$ cat config.mk
export PLATFORM = sky130hd
export DESIGN_NAME = fetch_line_buffer
export DESIGN_NICKNAME = d
export VERILOG_FILES = /design/src/rtl/fetch_pkg.sv /design/src/rtl/fetch_line_fifo.sv /design/src/rtl/fetch_line_buffer.sv
export SDC_FILE = /design/constraint.sdc
export NUM_CORES = 1
export LEC_CHECK = 0
export CAP_MARGIN = 20
export CORE_AREA = 3 3 192 288
export CTS_BUF_LIST = sky130_fd_sc_hd__clkbuf_8 sky130_fd_sc_hd__clkbuf_16
export DETAILED_ROUTE_END_ITERATION = 7
export DIE_AREA = 0 0 195 291
export PLACE_DENSITY_LB_ADDON = 0.12
export SLEW_MARGIN = 20
export SYNTH_ARGS = -nofsm -noshare
export SYNTH_HDL_FRONTEND = slang
export SYNTH_SLANG_ARGS = --single-unit
$ cat constraint.sdc
create_clock -name clk -period 45.4 [get_ports clk]
set_input_delay 11.35 -clock clk [delete_from_list [all_inputs] [get_ports clk]]
set_output_delay 11.35 -clock clk [all_outputs]
set_load 0.01 [all_outputs]
$ cat src/rtl/fetch_pkg.sv
// Shared types and constants for the instruction fetch line buffer.
package fetch_pkg;

  typedef enum logic [1:0] {
    S_IDLE = 2'd0,
    S_REQ  = 2'd1,
    S_WAIT = 2'd2,
    S_DROP = 2'd3
  } fetch_state_t;

  localparam int LINE_BYTES     = 16;
  localparam int WORDS_PER_LINE = 4;

  // Byte address of word 'off' inside the line whose index is 'line_idx'.
  function automatic logic [31:0] word_byte_addr(input logic [31:0] line_idx,
                                                 input logic [1:0]  off);
    return (line_idx << $clog2(LINE_BYTES)) | {28'd0, off, 2'b00};
  endfunction

endpackage

$ cat src/rtl/fetch_line_fifo.sv
// Line storage for the fetch buffer: DEPTH entries of 128-bit data plus line index,
// wrap-bit pointers, flush, and push-while-full allowed when a pop happens the same cycle.
module fetch_line_fifo
  import fetch_pkg::*;
#(
  parameter int DEPTH = 2,
  parameter int LW    = 18
) (
  input  logic                              clk,
  input  logic                              rst,
  input  logic                              i_flush,
  input  logic                              i_wr,
  input  logic [32*WORDS_PER_LINE-1:0]      i_wr_data,
  input  logic [LW-1:0]                     i_wr_line,
  input  logic                              i_rd,
  output logic [32*WORDS_PER_LINE-1:0]      o_rd_data,
  output logic [LW-1:0]                     o_rd_line,
  output logic                              o_empty,
  output logic                              o_full,
  output logic [$clog2(DEPTH):0]            o_count
);

  localparam int            PW       = $clog2(DEPTH);
  localparam logic [PW:0]   FULL_CNT = (PW+1)'(DEPTH);

  logic [PW:0]                      r_wptr;
  logic [PW:0]                      r_rptr;
  logic [32*WORDS_PER_LINE-1:0]     r_data [DEPTH];
  logic [LW-1:0]                    r_line [DEPTH];
  logic                             w_do_rd;
  logic                             w_do_wr;

  assign o_count   = r_wptr - r_rptr;
  assign o_empty   = (r_wptr == r_rptr);
  assign o_full    = (o_count == FULL_CNT);
  assign w_do_rd   = i_rd && !o_empty;
  assign w_do_wr   = i_wr && (!o_full || w_do_rd);
  assign o_rd_data = r_data[r_rptr[PW-1:0]];
  assign o_rd_line = r_line[r_rptr[PW-1:0]];

  always_ff @(posedge clk or posedge rst) begin
    if (rst) begin
      r_wptr <= '0;
      r_rptr <= '0;
    end else if (i_flush) begin
      r_wptr <= '0;
      r_rptr <= '0;
    end else begin
      if (w_do_wr) r_wptr <= r_wptr + (PW+1)'(1);
      if (w_do_rd) r_rptr <= r_rptr + (PW+1)'(1);
    end
  end

  // Storage needs no reset: entries are only visible through the pointers.
  always_ff @(posedge clk) begin
    if (w_do_wr && !i_flush) begin
      r_data[r_wptr[PW-1:0]] <= i_wr_data;
      r_line[r_wptr[PW-1:0]] <= i_wr_line;
    end
  end

endmodule

$ cat src/rtl/fetch_line_buffer.sv
// Instruction fetch line buffer: requests 16-byte lines from RAM, one outstanding at a time,
// and hands out 32-bit words. Define FETCH_BYPASS_EN to forward a returning line straight to the core.
module fetch_line_buffer
  import fetch_pkg::*;
#(
  parameter int          ADDR_WIDTH = 22,
  parameter int          DEPTH      = 2,
  parameter logic [31:0] BOOT_ADDR  = 32'h0000_0080
) (
  input  logic                  clk,
  input  logic                  rst_i,
  input  logic                  fetch_en_i,
  input  logic                  branch_i,
  input  logic [31:0]           branch_addr_i,
  output logic                  instr_req_o,
  output logic [ADDR_WIDTH-1:0] instr_addr_o,
  input  logic                  instr_gnt_i,
  input  logic                  instr_rvalid_i,
  input  logic [127:0]          instr_rdata_i,
  output logic                  fetch_valid_o,
  output logic [31:0]           fetch_rdata_o,
  output logic [31:0]           fetch_addr_o,
  input  logic                  fetch_ready_i,
  output logic                  busy_o
);

  localparam int              LW        = ADDR_WIDTH - 4;
  localparam int              PW        = $clog2(DEPTH);
  localparam logic [PW+1:0]   DEPTH_W   = (PW+2)'(DEPTH);
  localparam logic [1:0]      LAST_OFF  = 2'(WORDS_PER_LINE - 1);
  localparam logic [LW-1:0]   BOOT_LINE = BOOT_ADDR[ADDR_WIDTH-1:4];

  fetch_state_t   r_state;
  logic           r_req;
  logic [LW-1:0]  r_req_line;
  logic [1:0]     r_offset;

  logic [127:0]   w_head_data;
  logic [LW-1:0]  w_head_line;
  logic           w_empty;
  logic           w_full;
  logic [PW:0]    w_count;
  logic [PW+1:0]  w_count_nxt;
  logic           w_space_idle;
  logic           w_space_nxt;
  logic           w_accept;
  logic           w_valid;
  logic           w_fire;
  logic           w_last;
  logic           w_fifo_wr;
  logic           w_fifo_rd;
  logic [127:0]   w_src_data;
  logic [LW-1:0]  w_src_line;
  logic [31:0]    w_word;
  logic [LW-1:0]  w_branch_line;
  logic           w_unused;

  assign w_unused      = ^{branch_addr_i, w_full};
  assign w_branch_line = branch_addr_i[ADDR_WIDTH-1:4];
  assign w_accept      = (r_state == S_WAIT) && instr_rvalid_i && !branch_i;
  assign w_last        = (r_offset == LAST_OFF);
  assign w_fire        = w_valid && fetch_ready_i;
  assign w_fifo_rd     = w_fire && w_last;

`ifdef FETCH_BYPASS_EN
  logic w_bypass;
  // A line arriving into an empty buffer is presented to the core in the same cycle.
  assign w_bypass   = w_empty && w_accept;
  assign w_valid    = (!w_empty || w_accept) && !branch_i;
  assign w_src_data = w_bypass ? instr_rdata_i : w_head_data;
  assign w_src_line = w_bypass ? r_req_line : w_head_line;
  assign w_fifo_wr  = w_accept && !(w_bypass && w_fire && w_last);
`else
  assign w_valid    = !w_empty && !branch_i;
  assign w_src_data = w_head_data;
  assign w_src_line = w_head_line;
  assign w_fifo_wr  = w_accept;
`endif

  assign w_count_nxt  = {1'b0, w_count} + (PW+2)'(w_fifo_wr) - (PW+2)'(w_fifo_rd && !w_empty);
  assign w_space_nxt  = (w_count_nxt < DEPTH_W);
  assign w_space_idle = ({1'b0, w_count} < DEPTH_W);
  assign w_word       = w_src_data[{r_offset, 5'd0} +: 32];

  assign fetch_valid_o = w_valid;
  assign fetch_rdata_o = w_valid ? w_word : 32'd0;
  assign fetch_addr_o  = w_valid ? word_byte_addr(32'(w_src_line), r_offset) : 32'd0;
  assign instr_req_o   = r_req;
  assign instr_addr_o  = r_req ? {r_req_line, 4'd0} : {ADDR_WIDTH{1'b0}};
  assign busy_o        = (r_state != S_IDLE) || !w_empty;

  fetch_line_fifo #(
    .DEPTH (DEPTH),
    .LW    (LW)
  ) u_fifo (
    .clk       (clk),
    .rst       (rst_i),
    .i_flush   (branch_i),
    .i_wr      (w_fifo_wr),
    .i_wr_data (instr_rdata_i),
    .i_wr_line (r_req_line),
    .i_rd      (w_fifo_rd),
    .o_rd_data (w_head_data),
    .o_rd_line (w_head_line),
    .o_empty   (w_empty),
    .o_full    (w_full),
    .o_count   (w_count)
  );

  // Word offset within the head line; a branch sets the entry offset of its first line.
  always_ff @(posedge clk or posedge rst_i) begin
    if (rst_i) begin
      r_offset <= BOOT_ADDR[3:2];
    end else if (branch_i) begin
      r_offset <= branch_addr_i[3:2];
    end else if (w_fire) begin
      r_offset <= w_last ? 2'd0 : r_offset + 2'd1;
    end else begin
      r_offset <= r_offset;
    end
  end

  // Request FSM: one outstanding line; a granted request made stale by a branch is dropped.
  always_ff @(posedge clk or posedge rst_i) begin
    if (rst_i) begin
      r_state    <= S_IDLE;
      r_req      <= 1'b0;
      r_req_line <= BOOT_LINE;
    end else begin
      case (r_state)
        S_IDLE: begin
          if (branch_i) r_req_line <= w_branch_line;
          if (fetch_en_i && (branch_i || w_space_idle)) begin
            r_state <= S_REQ;
            r_req   <= 1'b1;
          end
        end
        S_REQ: begin
          if (branch_i) r_req_line <= w_branch_line;
          if (instr_gnt_i) begin
            r_req   <= 1'b0;
            r_state <= branch_i ? S_DROP : S_WAIT;
          end
        end
        S_WAIT: begin
          if (branch_i) begin
            r_req_line <= w_branch_line;
            if (!instr_rvalid_i) begin
              r_state <= S_DROP;
            end else if (fetch_en_i) begin
              r_state <= S_REQ;
              r_req   <= 1'b1;
            end else begin
              r_state <= S_IDLE;
            end
          end else if (instr_rvalid_i) begin
            r_req_line <= r_req_line + LW'(1);
            if (fetch_en_i && w_space_nxt) begin
              r_state <= S_REQ;
              r_req   <= 1'b1;
            end else begin
              r_state <= S_IDLE;
            end
          end
        end
        S_DROP: begin
          if (branch_i) r_req_line <= w_branch_line;
          if (instr_rvalid_i) begin
            r_state <= S_REQ;
            r_req   <= 1'b1;
          end
        end
        default: begin
          r_state <= S_IDLE;
          r_req   <= 1'b0;
        end
      endcase
    end
  end

endmodule

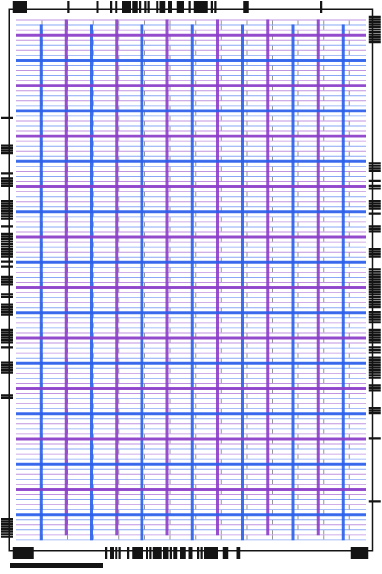
(images/power_grid.png)
Bar = 50 um. Pins as bars on the die edge. Tap cells in grey.
legend:
  purple:
    net: VDD
  blue:
    net: VSS
met1 rails: 104
met5 straps: 20
rows: 103
met4 straps: 13
tap cells: 682

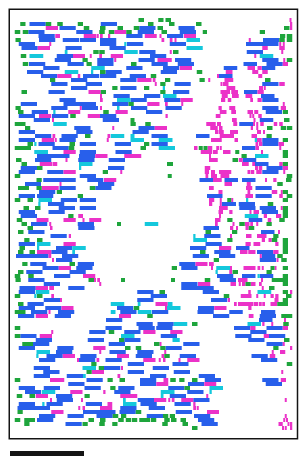
(images/placement_by_type.png)
Bar = 50 um.
legend:
  green:
    class: remaining buffers and delay cells
    cells: 239
  magenta:
    class: combinational and other logic
    cells: 408
  cyan:
    class: clock drivers and dummy loads
    cells: 66
  blue:
    class: sequential cells
    cells: 319

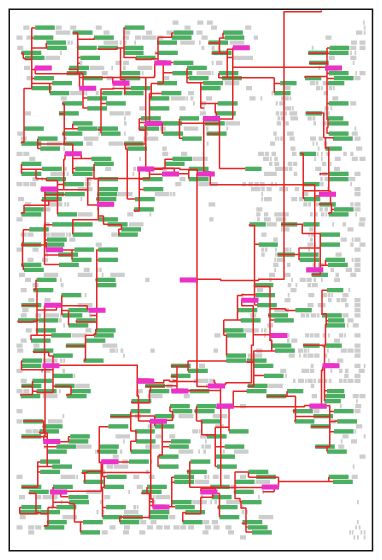
(images/clk_routes.png)
legend:
  magenta:
    item: clock drivers
    count: 36
  red:
    item: clock wires
    length: 4610 um
  green:
    item: flip-flops
    count: 319
flops lie: widely spread
routed clock nets: 37

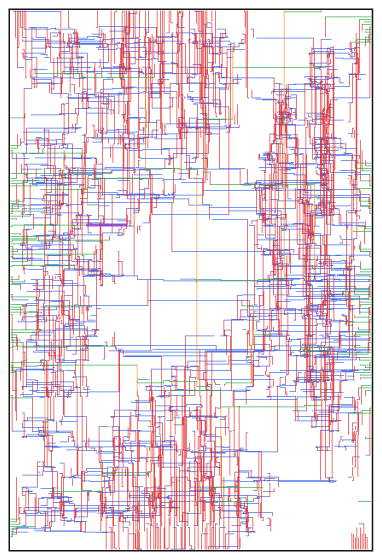
(images/wires.png)
legend:
  green:
    layer: metal 3
    wire_length: 1840 um
  purple:
    layer: metal 5
    wire_length: 20.2 um
  red:
    layer: metal 2
    wire_length: 18600 um
  orange:
    layer: metal 4
    wire_length: 696 um
  blue:
    layer: metal 1
    wire_length: 13600 um

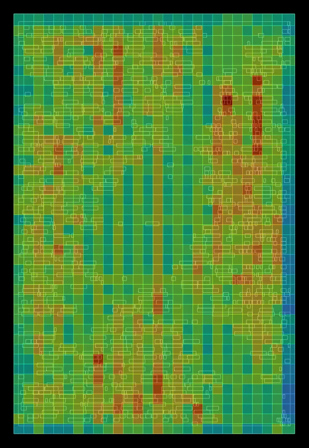
(images/congestion.png)
met3 usage in global routing: 0.0285
utilization after layout: 0.327

[cell type report]
type / count / area (sq um) / share of cell area
flip-flops and latches: 319 / 9450 / 0.548
multi-input cells: 393 / 3420 / 0.198
repair buffers: 239 / 2370 / 0.137
clock buffers: 37 / 915 / 0.0530
well taps: 682 / 853 / 0.0494
clock inverters: 29 / 184 / 0.0107
inverters: 15 / 56.3 / 0.00326
diodes: 2 / 5.00 / 0.000290
[metrics by stage]
| stage | hold WS (ns) | utilization |
|---|---|---|
| floorplan | 0.464 | - |
| global placement | 0.493 | 0.306 |
| detailed placement | 0.502 | 0.306 |
| CTS | 0.518 | 0.326 |
| global route | 0.541 | 0.326 |
| finish | 0.513 | 0.327 |
[worst max-delay path: cells and delay by family]
family	cells	cell delay (ns)
buffers and inverters	5	2.05
and+or+nand+nor	1	0.19
AOI/OAI and AO/OA	1	0.57
[registers in the layout (all words and copies together), names as in the netlist]
register / count
r_req_line: 18
u_fifo.r_line: 36
r_state: 2
u_fifo.r_data: 256
instr_req_o: 1
u_fifo.r_wptr: 2
u_fifo.r_rptr: 2
r_offset: 2
[power breakdown]
group | total (mW) | switching (mW) | internal (mW)
clock network | 0.270 | 0.117 | 0.153
logic | 0.0819 | 0.0396 | 0.0423
registers | 0.342 | 0.00931 | 0.332
total | 0.693 | 0.166 | 0.527
[routing by layer]
layer	vias up	GRT usage	part of all wire
met2	199	0.225	0.54
met1	3776	0.139	0.39
li1	3442	-	-
met3	44	0.0285	0.053
met4	2	0.0332	0.020
met5	-	0	0.00058
[cell families after synthesis]
logic type / Yosys count
xor+xnor: 12
simple gates: 192
fa+ha+maj: 9
buf+inv: 70
other cells: 1
flops: 319
mux: 86
compound gates: 78
==> summary.txt <==
Notes on the physical implementation.

- The flow ran to the end, and the final reports show no timing, DRC or antenna violations.
- The worst reg2reg path depth is 8, for reference.
- The number of antenna violations at the first check in global routing was 2.
- For reference, the critical path cell chain is clkdlybuf4s50_1, buf_4, a21o_2, buf_4, inv_1, and2_1, clkdlybuf4s50_1.
- The worst hold path depth is 0, for reference.
- The launch point of the critical path was reported as branch_i.
- The first global-routing pass estimated 52600 um of wire.
- The cell type that accounts for the most area after synthesis is sky130_fd_sc_hd__edfxtp_1.
- The XOR/XNOR share of the synthesized area is 0.00959, for reference.
- Per the cell usage report, the commonest logic cell in the layout is sky130_fd_sc_hd__edfxtp_1.
- The data arrival time reported for the critical path is 14.23 ns.
- The number of setup violations in the final report is 0, for reference.
- Ranked by total cell area, the synthesized netlist is headed by sky130_fd_sc_hd__edfxtp_1, sky130_fd_sc_hd__mux4_2, sky130_fd_sc_hd__dfrtp_1.
- The end of the worst register-to-register path is r_state[0], for reference.
- The path type of the worst setup path is input pin to primary output, for reference.
- The critical path's slowest stage uses the library cell sky130_fd_sc_hd__a21o_2.
- The synthesized design contains 292 enable-type register cells.
- The min-delay analysis places its worst path in the category flip-flop to flip-flop.
- The end point of the most critical hold path is u_fifo.r_line[0][16], for reference.
- Per the synth stats, the proportion of register bits with asynchronous set or reset is 0.0846.
- The worst setup path endpoint is fetch_addr_o[2], for reference.
- The worst-skew pair later-pin latency is 0.53 ns, for reference.
- The area of the die is 56700 sq um, for reference.
- The launch instance of the worst register-to-register path is u_fifo.r_rptr[0], for reference.
- The timing report gives the biggest stage delay along the critical path as 0.57 ns.
- The layout summary lists the proportion of cells stronger than drive strength 1 as 0.145.
- Per the hold report, the tightest min-delay path originates at r_req_line[16].
- The clock period could shrink to 25.58 ns.
- The region available for standard cell placement spans 52800 sq um.
- The number of global-route vias before repair came to 8213.
- The final-report hold violation count is 0, for reference.
- The kind of start point of the critical path is an input pin, for reference.
- Static timing analysis puts the maximum clock frequency at 0.0391 GHz.
- The total overflow reported by the global router is 0, for reference.
- The count of nets left with antenna violations once routing finished came out at 0.
- Dividing the final minimum period by the clock period gives 0.563.
- The number of maximum-capacitance violations recorded for the run is 0.
